Figure 1. M1 wires.
Scale: 3 px per µm. Cells faint in the background.
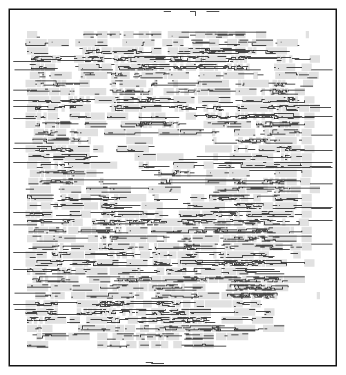
Figure 2. The metal 2 layer.
Scale: 4 px per µm.
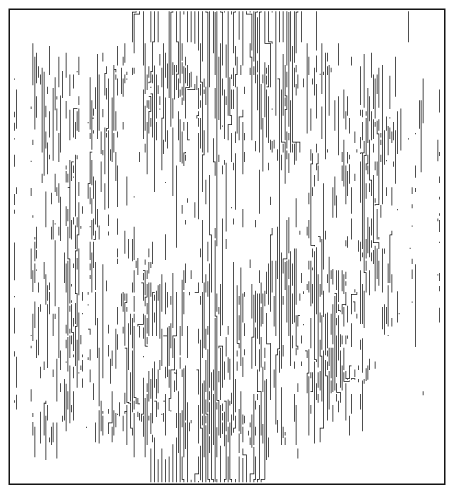
### config.mk
export PLATFORM = sky130hd
export DESIGN_NAME = nubus_slave
export DESIGN_NICKNAME = d
export VERILOG_FILES = /design/src/rtl/nubus_pkg.sv /design/src/rtl/nubus_slave_decode.sv /design/src/rtl/nubus_slave.sv
export SDC_FILE = /design/constraint.sdc
export NUM_CORES = 1
export LEC_CHECK = 0
export CAP_MARGIN = 15
export CORE_ASPECT_RATIO = 1.1
export CORE_MARGIN = 5
export CORE_UTILIZATION = 43
export DETAILED_ROUTE_END_ITERATION = 8
export PLACE_DENSITY = 0.79
export SYNTH_ARGS = -nofsm -noshare
export SYNTH_HDL_FRONTEND = slang
export SYNTH_HIERARCHICAL = 1
export SYNTH_SLANG_ARGS = --single-unit
### constraint.sdc
create_clock -name nub_clk -period 1.99 [get_ports nub_clk]
set_input_delay 0.398 -clock nub_clk [delete_from_list [all_inputs] [get_ports nub_clk]]
set_output_delay 0.398 -clock nub_clk [all_outputs]
set_load 0.02 [all_outputs]
### src/rtl/nubus_pkg.sv
// Shared types, status codes and transfer-mode decode for the NuBus slave engine.
package nubus_pkg;

  localparam int unsigned AD_W   = 32;
  localparam int unsigned STRB_W = 4;
  localparam int unsigned CNT_W  = 8;

  typedef enum logic [1:0] {
    IDLE = 2'd0,
    DATA = 2'd1,
    BUSY = 2'd2,
    ACK  = 2'd3
  } state_t;

  // {tm1n, tm0n} driven during the acknowledge cycle
  localparam logic [1:0] ST_COMPLETE = 2'b11;
  localparam logic [1:0] ST_ERROR    = 2'b10;
  localparam logic [1:0] ST_TIMEOUT  = 2'b01;

  typedef struct packed {
    logic [STRB_W-1:0] strb;
    logic              unsup;
  } tm_dec_t;

  // Map start-cycle transfer mode and low address bits to byte strobes.
  function automatic tm_dec_t tm_decode(input logic tm0n, input logic [1:0] lane);
    tm_dec_t d;
    d.strb  = '0;
    d.unsup = 1'b0;
    if (tm0n) begin
      d.strb = STRB_W'(4'b0001 << lane);
    end else begin
      case (lane)
        2'b00:   d.strb = 4'b1111;
        2'b10:   d.strb = 4'b1100;
        2'b01:   d.strb = 4'b0011;
        default: d.unsup = 1'b1;
      endcase
    end
    return d;
  endfunction

endpackage

### src/rtl/nubus_slave_decode.sv
// Combinational start-cycle decode: slot/superslot hit and byte strobes.
module nubus_slave_decode
  import nubus_pkg::*;
#(
  parameter int unsigned SUPERSLOT_EN = 1
) (
  input  logic [3:0] nub_idn,
  input  logic [7:0] ad_hi,
  input  logic [1:0] ad_lo,
  input  logic       tm0n,
  output logic       hit_slot_c,
  output logic       hit_exp_c,
  output tm_dec_t    dec_c
);

  logic [3:0] slot_id;

  assign slot_id = ~nub_idn;

  // Address space hits and transfer-mode strobes
  always_comb begin
    hit_slot_c = (ad_hi == {4'hF, slot_id});
    hit_exp_c  = (SUPERSLOT_EN != 0) && (ad_hi[7:4] == slot_id) && (slot_id != 4'h0);
    dec_c      = tm_decode(tm0n, ad_lo);
  end

endmodule

### src/rtl/nubus_slave.sv
// NuBus slave transaction engine: start decode, one memory request, ack cycle.
module nubus_slave
  import nubus_pkg::*;
#(
  parameter int unsigned TIMEOUT      = 255,
  parameter int unsigned SUPERSLOT_EN = 1
) (
  input  logic              nub_clk,
  input  logic              nub_reset,
  input  logic [3:0]        nub_idn,
  input  logic              nub_startn,
  input  logic [AD_W-1:0]   nub_ad_i,
  input  logic              nub_tm1n_i,
  input  logic              nub_tm0n_i,
  output logic              nub_ackn_o,
  output logic              nub_tm1n_o,
  output logic              nub_tm0n_o,
  output logic              nub_ack_oe,
  output logic [AD_W-1:0]   nub_ad_o,
  output logic              nub_ad_oe,
  output logic              mem_valid,
  output logic [AD_W-1:0]   mem_addr,
  output logic [STRB_W-1:0] mem_wstrb,
  output logic [AD_W-1:0]   mem_wdata,
  output logic              mem_myslot,
  output logic              mem_myexp,
  input  logic [AD_W-1:0]   mem_rdata,
  input  logic              mem_ready
);

  localparam logic [CNT_W-1:0] TMO_LAST = CNT_W'(TIMEOUT - 1);

  state_t            state, state_d;
  logic [CNT_W-1:0]  cnt, cnt_d;
  logic              is_write, is_write_d;
  logic              unsup, unsup_d;
  logic              ackn_d, tm1n_d, tm0n_d, ack_oe_d, ad_oe_d, valid_d;
  logic              myslot_d, myexp_d;
  logic [AD_W-1:0]   ad_o_d, addr_d, wdata_d;
  logic [STRB_W-1:0] wstrb_d;

  logic              hit_slot_c, hit_exp_c;
  tm_dec_t           dec_c;

  nubus_slave_decode #(.SUPERSLOT_EN(SUPERSLOT_EN)) u_decode (
    .nub_idn    (nub_idn),
    .ad_hi      (nub_ad_i[31:24]),
    .ad_lo      (nub_ad_i[1:0]),
    .tm0n       (nub_tm0n_i),
    .hit_slot_c (hit_slot_c),
    .hit_exp_c  (hit_exp_c),
    .dec_c      (dec_c)
  );

  // Next state and next registered outputs
  always_comb begin
    state_d    = state;
    cnt_d      = cnt;
    is_write_d = is_write;
    unsup_d    = unsup;
    ackn_d     = nub_ackn_o;
    tm1n_d     = nub_tm1n_o;
    tm0n_d     = nub_tm0n_o;
    ack_oe_d   = nub_ack_oe;
    ad_o_d     = nub_ad_o;
    ad_oe_d    = nub_ad_oe;
    valid_d    = mem_valid;
    addr_d     = mem_addr;
    wstrb_d    = mem_wstrb;
    wdata_d    = mem_wdata;
    myslot_d   = mem_myslot;
    myexp_d    = mem_myexp;
    case (state)
      IDLE: begin
        if (!nub_startn && (hit_slot_c || hit_exp_c)) begin
          state_d    = DATA;
          addr_d     = {nub_ad_i[31:2], 2'b00};
          is_write_d = !nub_tm1n_i;
          unsup_d    = dec_c.unsup;
          wstrb_d    = nub_tm1n_i ? '0 : dec_c.strb;
          myslot_d   = hit_slot_c;
          myexp_d    = hit_exp_c;
        end
      end
      DATA: begin
        if (unsup) begin
          state_d          = ACK;
          ackn_d           = 1'b0;
          ack_oe_d         = 1'b1;
          {tm1n_d, tm0n_d} = ST_ERROR;
        end else begin
          state_d = BUSY;
          valid_d = 1'b1;
          cnt_d   = '0;
          if (is_write) wdata_d = nub_ad_i;
        end
      end
      BUSY: begin
        if (mem_ready) begin
          state_d          = ACK;
          valid_d          = 1'b0;
          ackn_d           = 1'b0;
          ack_oe_d         = 1'b1;
          {tm1n_d, tm0n_d} = ST_COMPLETE;
          ad_o_d           = mem_rdata;
          ad_oe_d          = !is_write;
        end else if (cnt == TMO_LAST) begin
          state_d          = ACK;
          valid_d          = 1'b0;
          ackn_d           = 1'b0;
          ack_oe_d         = 1'b1;
          {tm1n_d, tm0n_d} = ST_TIMEOUT;
        end else begin
          cnt_d = cnt + CNT_W'(1);
        end
      end
      ACK: begin
        state_d  = IDLE;
        ackn_d   = 1'b1;
        tm1n_d   = 1'b1;
        tm0n_d   = 1'b1;
        ack_oe_d = 1'b0;
        ad_oe_d  = 1'b0;
      end
      default: state_d = IDLE;
    endcase
  end

  // State and output registers with synchronous reset
  always_ff @(posedge nub_clk) begin
    if (nub_reset) begin
      state      <= IDLE;
      cnt        <= '0;
      is_write   <= 1'b0;
      unsup      <= 1'b0;
      nub_ackn_o <= 1'b1;
      nub_tm1n_o <= 1'b1;
      nub_tm0n_o <= 1'b1;
      nub_ack_oe <= 1'b0;
      nub_ad_o   <= '0;
      nub_ad_oe  <= 1'b0;
      mem_valid  <= 1'b0;
      mem_addr   <= '0;
      mem_wstrb  <= '0;
      mem_wdata  <= '0;
      mem_myslot <= 1'b0;
      mem_myexp  <= 1'b0;
    end else begin
      state      <= state_d;
      cnt        <= cnt_d;
      is_write   <= is_write_d;
      unsup      <= unsup_d;
      nub_ackn_o <= ackn_d;
      nub_tm1n_o <= tm1n_d;
      nub_tm0n_o <= tm0n_d;
      nub_ack_oe <= ack_oe_d;
      nub_ad_o   <= ad_o_d;
      nub_ad_oe  <= ad_oe_d;
      mem_valid  <= valid_d;
      mem_addr   <= addr_d;
      mem_wstrb  <= wstrb_d;
      mem_wdata  <= wdata_d;
      mem_myslot <= myslot_d;
      mem_myexp  <= myexp_d;
    end
  end

endmodule

==> out/metrics.csv <==
metric,value,unit
post-synthesis cell count,571,
post-route design area,0.00720,mm²
final worst-path setup slack,0.0494,ns
chip area,0.0128,mm²
Seq area share,32.8,%
Max-area cell share,51.5,%
First DRT Iteration DRCs,211,
Syn Area/Cell,8.04,µm²
Syn-to-layout area delta,56.9,%
clk latency late pin,0.40,ns
max_cap viols,0,
Placed Cells,875,
# IOs,182,
TritonCTS Sinks,118,
post-route ant nets,0,
YS chip area,0.00459,mm²
CP Capture Type,flop,
ys flops,118,
Commonest Layout Cell,nand2_1,
Vias/cell,5.04,
worst-path fanout max,9,
endpoints failing setup,0,
Area after DPL,0.00657,mm²
critical path arrival,2.20,ns
Non-CTS buffers,202,
status,finished clean,
comb_multi_in,406,
FF+latch count,118,
drt pass-1 iters,5,
fp util,43.9,%
fmax,0.515,GHz
DR WL/cell,15.5,µm
gp weighted congestion,0.824,
yosys cell count,571,
clk buf depth,2,
# fillers,856,
Top Usage Layer GRT,met2,
asr flop ratio synth,0,%
-- Figure 1 (at the start) --
wire length on this layer	5440 µm
share of all routed wire	39%
Total Wirelength: 14100 µm
DR vias: 4584
met1 global-route usage: 24.7%

-- Figure 2 (at the start) --
wire length on this layer	6970 µm
main direction	vertical
nets with wire on the layer	714
share of all routed wire	49%
longest straight run	67.5 µm
met2 Usage GRT: 36.2%

worst paths after layout:
| kind | from | to | slack, ns | depth (start not counted) |
|---|---|---|---|---|
| setup / recovery | nub_idn[3] | mem_addr[26]$_SDFFE_PP0P_ | 0.05 | 9 |
| hold / removal | nub_reset | nub_ad_oe$_SDFFE_PP0P_ | 0.29 | 2 |
| setup reg to reg | state[0]$_SDFFE_PP0P_ | cnt[7]$_SDFFE_PP0P_ | 0.13 | 6 |
| hold reg to reg | nub_ad_o[20]$_SDFFE_PP0P_ | nub_ad_o[20]$_SDFFE_PP0P_ | 0.45 | 2 |
metrics by stage:
stage / hold WS (ns) / power (mW) / util, % / setup TNS (ns)
2_1_floorplan: 0.450 / 3.04 / - / 0
3_3_place_gp: 0.440 / 3.46 / 62.9 / -13.77
3_5_place_dp: 0.446 / 3.49 / 62.9 / -15.66
4_1_cts: 0.275 / 6.52 / 68.7 / 0
5_1_grt: 0.279 / 6.73 / 69.0 / -0.389
6_report: 0.294 / 6.48 / 69.0 / 0
synthesized netlist by cell type (3+ instances only):
library cell  instances
a21oi_1             109
a221o_1               3
and3_1                4
buf_2                10
buf_4                 3
clkbuf_1             22
dfxtp_1             118
ha_1                  7
inv_1                 9
nand2_1             207
nand3_1               6
nand3b_1              4
nor2_1                8
nor3_1                5
nor3b_1               3
o21ai_0               6
o22a_2                4
xnor2_1               4
xor2_1                3
repair_timing:
| item | 4_1_cts | 5_1_grt |
|---|---|---|
| hold buffers | 0 | 0 |
| pin swaps | 3 | 2 |
| gates resized | 4 | 7 |
| setup endpoints to repair | 2 | 45 |
| cloned | 0 | 0 |
| hold endpoints to repair | 0 | 0 |
| setup buffers | 2 | 1 |
logic make-up (layout without fill, tap and decap cells):
logic type	count (synthesis)	count (layout)	synth area share [%]
AND/OR/NAND/NOR	253	253	23.3
AND-OR/OR-AND	134	134	16.4
flip-flops	118	118	51.5
buffers and inverters	48	243	4.83
adder cells (fa/ha/maj)	7	7	1.91
XOR/XNOR	7	7	1.34
multiplexers	3	3	0.682
other	1	2	0.0817
metal layers:
metal / routed length (µm) / vias up
met5: 0 / -
met4: 347 / 0
met3: 1330 / 30
met2: 6970 / 174
met1: 5440 / 2133
li1: - / 2247
power by group:
group | total (mW) | leakage [nW] | switching [mW] | internal (mW)
registers | 2.53 | 0.952 | 0.0603 | 2.47
logic | 0.933 | 1.30 | 0.483 | 0.450
clock network | 3.02 | 0.292 | 1.02 | 2.00
total | 6.48 | 2.54 | 1.56 | 4.92
flip-flops by register name, summed over array words and instances (netlist names):
| register | flops |
|---|---|
| mem_wdata | 32 |
| nub_ad_o | 32 |
| mem_addr | 30 |
| cnt | 8 |
| mem_wstrb | 4 |
| state | 2 |
| is_write | 1 |
| mem_myexp | 1 |
| mem_myslot | 1 |
| mem_valid | 1 |
| nub_ack_oe | 1 |
| nub_ackn_o | 1 |
| nub_ad_oe | 1 |
| nub_tm0n_o | 1 |
| nub_tm1n_o | 1 |
| unsup | 1 |
worst max-delay path: stages:
cell	delay, ns
dlygate4sd2_1	0.28
a31oi_1	0.20
mux2i_1	0.11
nor4_2	0.40
o21bai_2	0.15
or2_2	0.33
buf_4	0.18
nand2_1	0.08
a21oi_1	0.07
No activity file was given, so power comes from the tool's default toggle rates.
